**src/rtl/multicycle_ctrl_fsm_if.sv**
```systemverilog
// rtl/multicycle_ctrl_fsm_if.sv - control bundle between the multi-cycle FSM and the RV32I datapath
interface multicycle_ctrl_fsm_if #(
    parameter int RET_W = 32
);
    logic [6:0]       opcode;
    logic [2:0]       funct3;
    logic             zero;
    logic             mem_ready;
    logic             pc_write;
    logic             ir_write;
    logic             adr_src;
    logic             mem_read;
    logic             mem_write;
    logic             reg_write;
    logic [1:0]       alu_src_a;
    logic [1:0]       alu_src_b;
    logic [1:0]       alu_op;
    logic             alu_func7_en;
    logic [1:0]       result_src;
    logic             trap;
    logic [1:0]       trap_cause;
    logic [RET_W-1:0] retired;

    modport master (
        input  opcode, funct3, zero, mem_ready,
        output pc_write, ir_write, adr_src, mem_read, mem_write, reg_write,
               alu_src_a, alu_src_b, alu_op, alu_func7_en, result_src,
               trap, trap_cause, retired
    );

    modport slave (
        output opcode, funct3, zero, mem_ready,
        input  pc_write, ir_write, adr_src, mem_read, mem_write, reg_write,
               alu_src_a, alu_src_b, alu_op, alu_func7_en, result_src,
               trap, trap_cause, retired
    );
endinterface

```
**src/rtl/multicycle_ctrl_fsm.sv**
```systemverilog
// rtl/multicycle_ctrl_fsm.sv - multi-cycle RV32I main control FSM with memory timeout trap and retire counter
module multicycle_ctrl_fsm #(
    parameter int TIMEOUT_CYCLES = 16,
    parameter int RET_W          = 32
) (
    input  logic                   clk,
    input  logic                   reset,
    multicycle_ctrl_fsm_if.master  bus
);
    localparam int WC_W = $clog2(TIMEOUT_CYCLES);
    localparam logic [WC_W-1:0] WC_LAST = WC_W'(TIMEOUT_CYCLES - 1);

    localparam logic [6:0] OP_LOAD  = 7'b0000011;
    localparam logic [6:0] OP_STORE = 7'b0100011;
    localparam logic [6:0] OP_R     = 7'b0110011;
    localparam logic [6:0] OP_I     = 7'b0010011;
    localparam logic [6:0] OP_BR    = 7'b1100011;
    localparam logic [6:0] OP_JAL   = 7'b1101111;

    typedef enum logic [3:0] {
        FETCH, DECODE, MEMADR, MEMRD, MEMWB, MEMWR,
        EXEC_R, EXEC_I, ALUWB, BEQ, JAL, TRAP
    } state_t;

    state_t           state_q, state_d;
    logic [WC_W-1:0]  wait_cnt_q, wait_cnt_d;
    logic [RET_W-1:0] retired_q;
    logic [1:0]       cause_q, cause_d;

    logic       in_mem, timeout, retire;
    logic       pc_write_c, ir_write_c, mem_read_c, mem_write_c, reg_write_c;
    logic       adr_src_c, func7_en_c;
    logic [1:0] src_a_c, src_b_c, alu_op_c, result_src_c;

    always_ff @(posedge clk) begin
        if (reset) begin
            state_q    <= FETCH;
            wait_cnt_q <= '0;
            retired_q  <= '0;
            cause_q    <= 2'b00;
        end else begin
            state_q    <= state_d;
            wait_cnt_q <= wait_cnt_d;
            cause_q    <= cause_d;
            if (retire) begin
                retired_q <= retired_q + RET_W'(1);
            end
        end
    end

    always_comb begin
        state_d      = state_q;
        cause_d      = cause_q;
        wait_cnt_d   = '0;
        pc_write_c   = 1'b0;
        ir_write_c   = 1'b0;
        mem_read_c   = 1'b0;
        mem_write_c  = 1'b0;
        reg_write_c  = 1'b0;
        adr_src_c    = 1'b0;
        func7_en_c   = 1'b0;
        src_a_c      = 2'b00;
        src_b_c      = 2'b00;
        alu_op_c     = 2'b00;
        result_src_c = 2'b00;

        in_mem  = (state_q == FETCH) || (state_q == MEMRD) || (state_q == MEMWR);
        timeout = in_mem && !bus.mem_ready && (wait_cnt_q == WC_LAST);

        unique case (state_q)
            FETCH: begin
                mem_read_c   = 1'b1;
                src_b_c      = 2'b10;
                result_src_c = 2'b10;
                if (bus.mem_ready) begin
                    ir_write_c = 1'b1;
                    pc_write_c = 1'b1;
                    state_d    = DECODE;
                end
            end
            DECODE: begin
                src_a_c = 2'b01;
                src_b_c = 2'b01;
                unique case (bus.opcode)
                    OP_LOAD, OP_STORE: state_d = MEMADR;
                    OP_R:              state_d = EXEC_R;
                    OP_I:              state_d = EXEC_I;
                    OP_BR:             state_d = BEQ;
                    OP_JAL:            state_d = JAL;
                    default: begin
                        state_d = TRAP;
                        cause_d = 2'b01;
                    end
                endcase
            end
            MEMADR: begin
                src_a_c = 2'b10;
                src_b_c = 2'b01;
                state_d = bus.opcode[5] ? MEMWR : MEMRD;
            end
            MEMRD: begin
                adr_src_c  = 1'b1;
                mem_read_c = 1'b1;
                if (bus.mem_ready) begin
                    state_d = MEMWB;
                end
            end
            MEMWB: begin
                result_src_c = 2'b01;
                reg_write_c  = 1'b1;
                state_d      = FETCH;
            end
            MEMWR: begin
                adr_src_c   = 1'b1;
                mem_write_c = 1'b1;
                if (bus.mem_ready) begin
                    state_d = FETCH;
                end
            end
            EXEC_R: begin
                src_a_c    = 2'b10;
                alu_op_c   = 2'b10;
                func7_en_c = 1'b1;
                state_d    = ALUWB;
            end
            EXEC_I: begin
                src_a_c    = 2'b10;
                src_b_c    = 2'b01;
                alu_op_c   = 2'b10;
                // instr[30] is only a real funct7 bit for srli/srai; elsewhere it is immediate
                func7_en_c = (bus.funct3 == 3'b101);
                state_d    = ALUWB;
            end
            ALUWB: begin
                reg_write_c = 1'b1;
                state_d     = FETCH;
            end
            BEQ: begin
                src_a_c    = 2'b10;
                alu_op_c   = 2'b01;
                pc_write_c = bus.zero;
                state_d    = FETCH;
            end
            JAL: begin
                src_a_c    = 2'b01;
                src_b_c    = 2'b10;
                pc_write_c = 1'b1;
                state_d    = ALUWB;
            end
            TRAP: begin
                state_d = TRAP;
            end
            default: begin
                state_d = FETCH;
            end
        endcase

        // A ready in the final allowed cycle completes normally, so timeout requires mem_ready=0
        if (timeout) begin
            state_d = TRAP;
            cause_d = 2'b10;
        end
        if (in_mem && !bus.mem_ready && !timeout) begin
            wait_cnt_d = wait_cnt_q + WC_W'(1);
        end

        retire = (state_d == FETCH) &&
                 ((state_q == MEMWB) || (state_q == MEMWR) ||
                  (state_q == ALUWB) || (state_q == BEQ));
    end

    assign bus.pc_write     = pc_write_c  & ~reset;
    assign bus.ir_write     = ir_write_c  & ~reset;
    assign bus.mem_read     = mem_read_c  & ~reset;
    assign bus.mem_write    = mem_write_c & ~reset;
    assign bus.reg_write    = reg_write_c & ~reset;
    assign bus.adr_src      = adr_src_c;
    assign bus.alu_src_a    = src_a_c;
    assign bus.alu_src_b    = src_b_c;
    assign bus.alu_op       = alu_op_c;
    assign bus.alu_func7_en = func7_en_c;
    assign bus.result_src   = result_src_c;
    assign bus.trap         = (state_q == TRAP);
    assign bus.trap_cause   = cause_q;
    assign bus.retired      = retired_q;
endmodule

```
**src/flat_wrapper.sv**
```systemverilog
// flat-port wrapper written by rule: the top's interface ports become plain ports
module multicycle_ctrl_fsm_flat 
#(
    parameter int TIMEOUT_CYCLES = 16,
    parameter int RET_W          = 32
)
  (clk, reset, bus_opcode, bus_funct3, bus_zero, bus_mem_ready, bus_pc_write, bus_ir_write, bus_adr_src, bus_mem_read, bus_mem_write, bus_reg_write, bus_alu_src_a, bus_alu_src_b, bus_alu_op, bus_alu_func7_en, bus_result_src, bus_trap, bus_trap_cause, bus_retired);
  multicycle_ctrl_fsm_if #(.RET_W(RET_W)) bus_i ();
  input  logic clk;
  input  logic reset;
  input wire logic [$bits(bus_i.opcode)-1:0] bus_opcode;
  input wire logic [$bits(bus_i.funct3)-1:0] bus_funct3;
  input wire logic [$bits(bus_i.zero)-1:0] bus_zero;
  input wire logic [$bits(bus_i.mem_ready)-1:0] bus_mem_ready;
  output wire logic [$bits(bus_i.pc_write)-1:0] bus_pc_write;
  output wire logic [$bits(bus_i.ir_write)-1:0] bus_ir_write;
  output wire logic [$bits(bus_i.adr_src)-1:0] bus_adr_src;
  output wire logic [$bits(bus_i.mem_read)-1:0] bus_mem_read;
  output wire logic [$bits(bus_i.mem_write)-1:0] bus_mem_write;
  output wire logic [$bits(bus_i.reg_write)-1:0] bus_reg_write;
  output wire logic [$bits(bus_i.alu_src_a)-1:0] bus_alu_src_a;
  output wire logic [$bits(bus_i.alu_src_b)-1:0] bus_alu_src_b;
  output wire logic [$bits(bus_i.alu_op)-1:0] bus_alu_op;
  output wire logic [$bits(bus_i.alu_func7_en)-1:0] bus_alu_func7_en;
  output wire logic [$bits(bus_i.result_src)-1:0] bus_result_src;
  output wire logic [$bits(bus_i.trap)-1:0] bus_trap;
  output wire logic [$bits(bus_i.trap_cause)-1:0] bus_trap_cause;
  output wire logic [$bits(bus_i.retired)-1:0] bus_retired;
  assign bus_i.opcode = bus_opcode;
  assign bus_i.funct3 = bus_funct3;
  assign bus_i.zero = bus_zero;
  assign bus_i.mem_ready = bus_mem_ready;
  assign bus_pc_write = bus_i.pc_write;
  assign bus_ir_write = bus_i.ir_write;
  assign bus_adr_src = bus_i.adr_src;
  assign bus_mem_read = bus_i.mem_read;
  assign bus_mem_write = bus_i.mem_write;
  assign bus_reg_write = bus_i.reg_write;
  assign bus_alu_src_a = bus_i.alu_src_a;
  assign bus_alu_src_b = bus_i.alu_src_b;
  assign bus_alu_op = bus_i.alu_op;
  assign bus_alu_func7_en = bus_i.alu_func7_en;
  assign bus_result_src = bus_i.result_src;
  assign bus_trap = bus_i.trap;
  assign bus_trap_cause = bus_i.trap_cause;
  assign bus_retired = bus_i.retired;
  multicycle_ctrl_fsm #(.TIMEOUT_CYCLES(TIMEOUT_CYCLES), .RET_W(RET_W)) u_core (.clk(clk), .reset(reset), .bus(bus_i));
endmodule
```
**config.mk**
```make
export PLATFORM = sky130hd
export DESIGN_NAME = multicycle_ctrl_fsm_flat
export DESIGN_NICKNAME = d
export VERILOG_FILES = /design/src/rtl/multicycle_ctrl_fsm_if.sv /design/src/rtl/multicycle_ctrl_fsm.sv /design/src/flat_wrapper.sv
export SDC_FILE = /design/constraint.sdc
export NUM_CORES = 1
export LEC_CHECK = 0
export CAP_MARGIN = 10
export CORE_MARGIN = 3
export CORE_UTILIZATION = 52
export DETAILED_ROUTE_END_ITERATION = 10
export HOLD_SLACK_MARGIN = 0.15
export PLACE_DENSITY_LB_ADDON = 0.3
export SYNTH_ARGS = -nofsm -noshare
export SYNTH_HDL_FRONTEND = slang
export SYNTH_SLANG_ARGS = --single-unit
```
**constraint.sdc**
```tcl
create_clock -name clk -period 4.9 [get_ports clk]
set_input_delay 0.98 -clock clk [delete_from_list [all_inputs] [get_ports clk]]
set_output_delay 0.98 -clock clk [all_outputs]
set_load 0.01 [all_outputs]
```
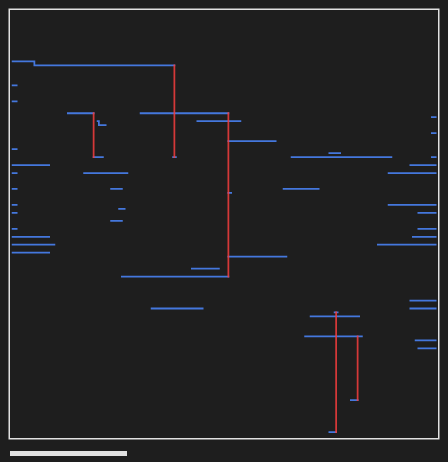
layers.png
Bar = 20 um. Only two layers are drawn.
Key: M3 = blue [wire length 254 um]; M4 = red [wire length 82.3 um]

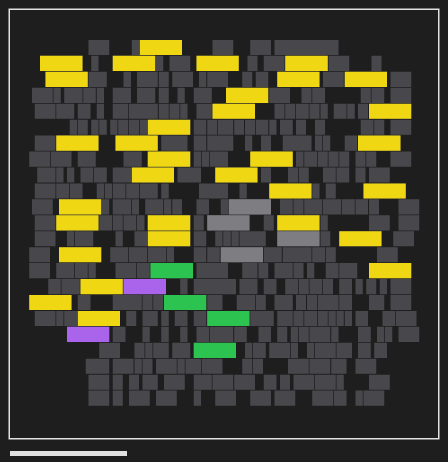
ff_map.png
Bar = 20 um.
Key: u_core.bus.retired = yellow [sequential cells 32]; u_core.bus.trap_cause = purple [sequential cells 2]; u_core.state_q = green [sequential cells 4]
Another 4 sequential cells are not coloured.

==> qor.yml <==
global_route:
  gr-max-usage-layer: "met2"
  first_global_vias: 2247
  grt_antenna_before_repair: 0
  global_route_wire_length_before_repair_mm: 10.1
  met2_usage_pct: 37.1
place:
  routabilityCongestion: 0.794
  dp.final_hpwl_mm: 4.09
  number_of_port_buffers: 63
final_layout:
  most-common-layout-cells: "63 x clkdlybuf4s50_1, 42 x nor2_1, 42 x dfxtp_1"
  layout_top_cell: "clkdlybuf4s50_1"
routing:
  vias: 2359
  length_of_routed_met3_wiring_um: 254
  drc: 0
  routed.top_layer: "met4"
  wl_per_cell_um: 14.1
  wirelength_met1_mm: 2.74
  drtAntennaViolNets: 0
  avgViaCountPerCell: 5.81
  firstDrtPassIters: 4
setup_path:
  critical_path.max_stage_delay_ns: 0.66
  worst_path_most_repeated_cell: "clkdlybuf4s50_1"
  criticalPathCategory: "input pin to output pin"
  path_buffers: 2
  critical_path_arrival_ns: 2.71
  endpoint_kind: "output pin"
min_path:
  worst_hold_path_type: "register to register"
yosys:
  syn_avg_cell_area_um2: 7.76
  ys_types: 43
  synth.yosys.chip_area_um2: 2340
  yosys_register_bits: 42
  synth-warning-count: 0
  synth.top_cells.by_area: "dfxtp_1 36%, nor2_1 6.7%, xor2_1 6.0%"
  xor_area_share_pct: 8.24
  floorplan.nets: 317
power_and_ir_drop:
  power_frac_clock_pct: 30.7
  static-leakage-power_nw: 1.02
  vdd.ir_drop.worst_mv: 0.232
  netSwitchingFraction_pct: 30.4
  pwr_per_cell_area_nw_per_um2: 287
clock_tree:
  worst_skew_pair.late_latency_ns: 0.30
  cts_made_buffers: 5
  ctsHtreeMaxLevel: 2
  cts.reportedPaths.clkPinSlew_ns: 0.08
final_timing:
  rsz_0062_raised_after_global_routing: "false"
  fmax_ghz: 0.271
  tightestPinTransition_ns: 0.781
  worst_hold_slack_ns: 0.454
  finalClockPeriodUsage_pct: 75.3
floorplan:
  fp.dieW_um: 73.0
  io-pin-count: 64
run_status:
  outcome: "finished, final reports clean"
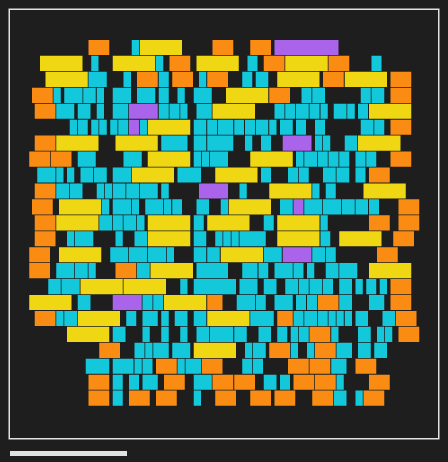
class_map.png
Bar = 20 um.
Key: registers = yellow [cells 42, share of their area 28%]; remaining logic cells = cyan [cells 241, share of their area 47%]; remaining buffers and delay cells = orange [cells 65, share of their area 21%]; clock drivers and dummy loads = purple [cells 8, share of their area 3.6%]

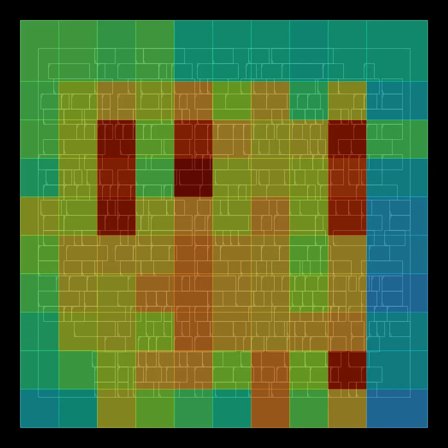
congestion_map.png
global router's overall resource usage: 23.4%
met3 global-route usage: 5.51%

stage by stage:
step	worst slack (ns)	instances	util [%]	area [um^2]
floorplan	2.07	301	-	2340
global placement	1.21	398	70.9	2960
detailed placement	1.21	398	70.9	2960
CTS	1.20	406	73.6	3070
global route	1.11	406	73.6	3070
finish	1.21	406	73.6	3070
state kept, by name, summed over array words and instances, names as in the netlist:
signal	flops
u_core.bus.retired	32
u_core.state_q	4
u_core.wait_cnt_q	4
u_core.bus.trap_cause	2
path summary, 6_finish.rpt:
path         depth (start not counted)                     end            startpoint  slack (ns)
max reg2reg                          5  u_core.bus.retired[27]     u_core.state_q[1]        2.14
max                                  5            bus_pc_write                 reset        1.21
min                                  1    u_core.wait_cnt_q[0]  u_core.wait_cnt_q[0]        0.45
min reg2reg                          1    u_core.wait_cnt_q[0]  u_core.wait_cnt_q[0]        0.45
power groups by stage:
stage          Sequential (W)  Combinational [W]  Clock, W
6_report             0.000386           0.000224  0.000270
5_1_grt              0.000391           0.000248  0.000287
4_1_cts              0.000385           0.000224  0.000272
3_5_place_dp         0.000394           0.000223         0
3_3_place_gp         0.000393           0.000220         0
2_1_floorplan        0.000370           0.000157         0
synth_stat cells (all sizes together), types with 2 or more instances:
cell,n
nand2b,5
xor2,16
nand3b,3
ha,2
inv,9
nand3,17
nor4,5
and4,2
or4bb,2
and3,7
nand2,18
buf,8
o21ai,16
nand4b,3
a211oi,4
dfxtp,42
a21oi,20
nand4,18
or3,12
nor3b,2
clkbuf,10
nor2b,8
nor2,42
a31oi,2
nor3,9
or2,2
xnor2,6
area by class of cell:
cell class	count	area (um^2)	share of cell area [%]
clock buffer	5	68.8	2.24
clock inverter	3	40.0	1.30
inverter	9	33.8	1.10
multi-input combinational	232	1380	44.9
sequential	42	841	27.4
tap	50	62.6	2.04
timing repair buffer	65	646	21.0
Power is estimated from default activity; no workload was simulated.
